==> config.mk <==
export PLATFORM = sky130hd
export DESIGN_NAME = tdm_demux_8ch
export DESIGN_NICKNAME = d
export VERILOG_FILES = /design/src/rtl/tdm_demux_8ch.sv
export SDC_FILE = /design/constraint.sdc
export NUM_CORES = 1
export LEC_CHECK = 0
export ABC_AREA = 1
export CAP_MARGIN = 10
export CORE_UTILIZATION = 53
export DETAILED_ROUTE_END_ITERATION = 6
export PLACE_DENSITY = 0.79
export SLEW_MARGIN = 20
export SYNTH_ARGS = -nofsm -noshare
export SYNTH_HDL_FRONTEND = slang
export SYNTH_SLANG_ARGS = --single-unit
==> constraint.sdc <==
create_clock -name clk -period 4.3 [get_ports clk]
set_input_delay 0.86 -clock clk [delete_from_list [all_inputs] [get_ports clk]]
set_output_delay 0.86 -clock clk [all_outputs]
set_load 0.05 [all_outputs]
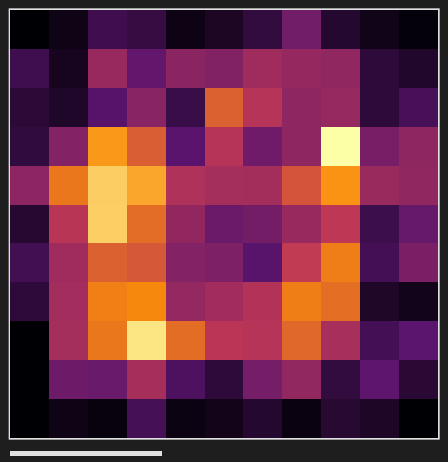
**Above:** routed metal per tile.
The bar under the picture is 20 um long. The die is cut into 11 by 11 equal tiles; black is low, pale yellow is high, scaled to the fullest tile. Values are wire area over tile area, all layers added.
tiles over half the peak: 20%
mean over tiles: 0.17
nearly empty tiles: 5.0%
fullest tile: 0.49
densest ninth of the die: middle left
Post-Route WL: 3210 um
routed length per instance: 12.8 um
Total GRT Usage: 23.0%
Vias: 1325

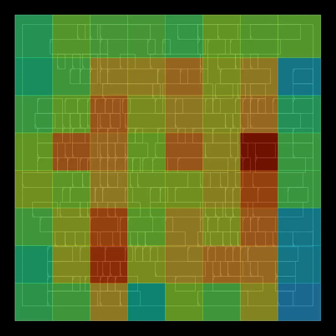
**Above:** routing congestion.
GR Layer Usage met3: 8.60%
gr busiest metal: met2

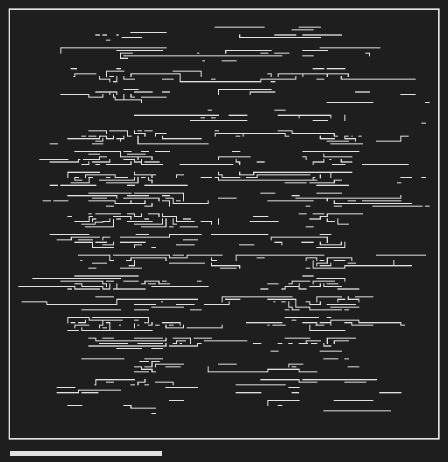
**Above:** signal wires on met1.
The bar under the picture is 20 um long.
share of all routed wire: 42%
nets with wire on the layer: 202
wire length on this layer: 1350 um
main direction: horizontal
longest straight run: 20.7 um
met1 Use GR: 25.4%

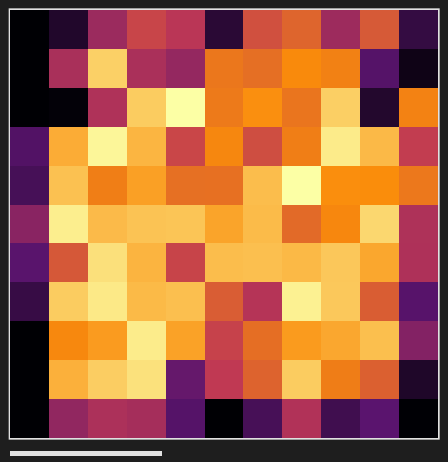
**Above:** cell density map.
The bar under the picture is 20 um long. The die is cut into 11 by 11 equal tiles; black is low, pale yellow is high, 0 to 100% covered.
fullest tile: 100%
nearly empty tiles: 7.4%
emptiest ninth of the die: upper left
mean over tiles: 59%
tiles over 75% full: 38%
Finished Core Util: 68.6%
core area: 0.00276 mm2
fp_density: 56.4%

==> ci_impl_report.md <==
## PnR job results

| Metric | Value |
|---|---|
| Placed inst area | 0.00184 mm2 |
| Switch share | about half |
| Top area contributor share | approximately 47% |
| Setup repair bufs after CTS | 0 |
| Top_reg_cell synth | dfrtp_1 |
| Non-clock buffer share | roughly 14% |
| R2r setup slk | 2.05 ns |
| Max Freq | 386 MHz |
| Commonest non-fill, non-tap cells in the layout | nand2_1 (62), dfrtp_1 (29), clkdlybuf4s50_1 (26) |
| Pint | 0.600 mW |
| Hold crit path type | register to register |
| Most frequent cells after synthesis | nand2_1 (62), dfrtp_1 (29), inv_1 (20) |
| Clock skew | roughly 0.0086 ns |
| DP Worst Slack | 1.91 ns |
| Ys flops | 29 |
| Fin Hold WS | about 0.48 ns |
| Crit path cell chain | clkdlybuf4s50_1 |
| Initial antenna violation count | 0 |
| Mapped Cells | 187 |
| First-pass GRT wire length | 5440 um |
| H-Tree Depth | 2 |
| Post-Layout Cell Count | 250 |
| N_taps | 31 |
| Post-DP HPWL | 2390 um |
| Antenna diodes | 0 |
| Top cells by area | dfrtp_1 (47%), nand2_1 (15%), ha_1 (8.9%), inv_1 (4.8%), nand3_1 (4.8%) |
| Logic gate fraction of the total cell area | 38.4% |
| P_leak | 0.964 nW |
| Count of final hold-check violations | 0 |
| Row count | 19 |
| Syn. warnings | 0 |
| Worst-Margin Slew | 0.516 ns |
| Register fraction of the total cell area | 38.3% |
| CP Buf/Inv Count | 1 |
| Largest net degree at the start of global routing | 30 |
| Cts bufs inserted | 5 |
| Area Overhead vs Synth | 21.8% |
| Switching power total | 0.566 mW |
| Setup TNS | 0 ns |
| Power share of the clock group | approximately 15% |
| CTS Hold Bufs | 0 |
| Mean post-synth cell area | 8.31 um2 |
| Setup crit end kind | primary output |
| Die width | approximately 56 um |
| DR pass1 iterations | 4 |
| Antenna viol nets, final | 0 |
| Tool warnings | 32 |
| Final Critical Period | 2.59 ns |
| Critical-path top delay cell | clkdlybuf4s50_1 |
| GRT Residual Overflow | 0 |
| Clock Sinks | 29 |
| TritonCTS clock tree | built |
| Count of buffers from port buffering | 26 |
| Logic pwr share | between 50% and 60% |
| # DRC | 0 |
| Register area | approximately 730 um2 |
| Post-DR vias/cell | 5.30 |
| YS chip area | 0.00155 mm2 |
| Sequential fraction of design power | 34.0% |
| Power, Total | 1.17 mW |
| Uppermost layer routed | met4 |
| Critical path startpoint category | register |
| Max Cap Viol | 0 |
| Clock-cell share | under 10% |
| Share of cells above drive strength 1 | 8.22% |
| Number of enable flip-flop cells | 0 |
| Final WS setup | around 1.7 ns |
| Status | complete, no violations |
| Design area | 0.00189 mm2 |
| Placed Cells | 243 |
kinds of logic (layout without fill, tap and decap cells):
| group | after synthesis | count (layout) | share of synthesized area [%] |
|---|---|---|---|
| AOI/OAI and AO/OA | 15 | 15 | 5.56 |
| xor gates and xnor gates | 3 | 3 | 1.69 |
| adders and majority gates | 11 | 11 | 8.86 |
| buffers and inverters | 23 | 55 | 6.52 |
| DFF | 29 | 29 | 46.7 |
| and+or+nand+nor | 106 | 106 | 30.7 |
power by group through the flow:
stage | Combinational, mW | Clock [mW] | Sequential, mW
2_1_floorplan | 0.265 | 0 | 0.546
3_3_place_gp | 0.571 | 0 | 0.398
3_5_place_dp | 0.591 | 0 | 0.402
4_1_cts | 0.596 | 0.176 | 0.397
5_1_grt | 0.649 | 0.188 | 0.406
6_report | 0.598 | 0.171 | 0.397
No activity file was given, so power comes from the tool's default toggle rates.
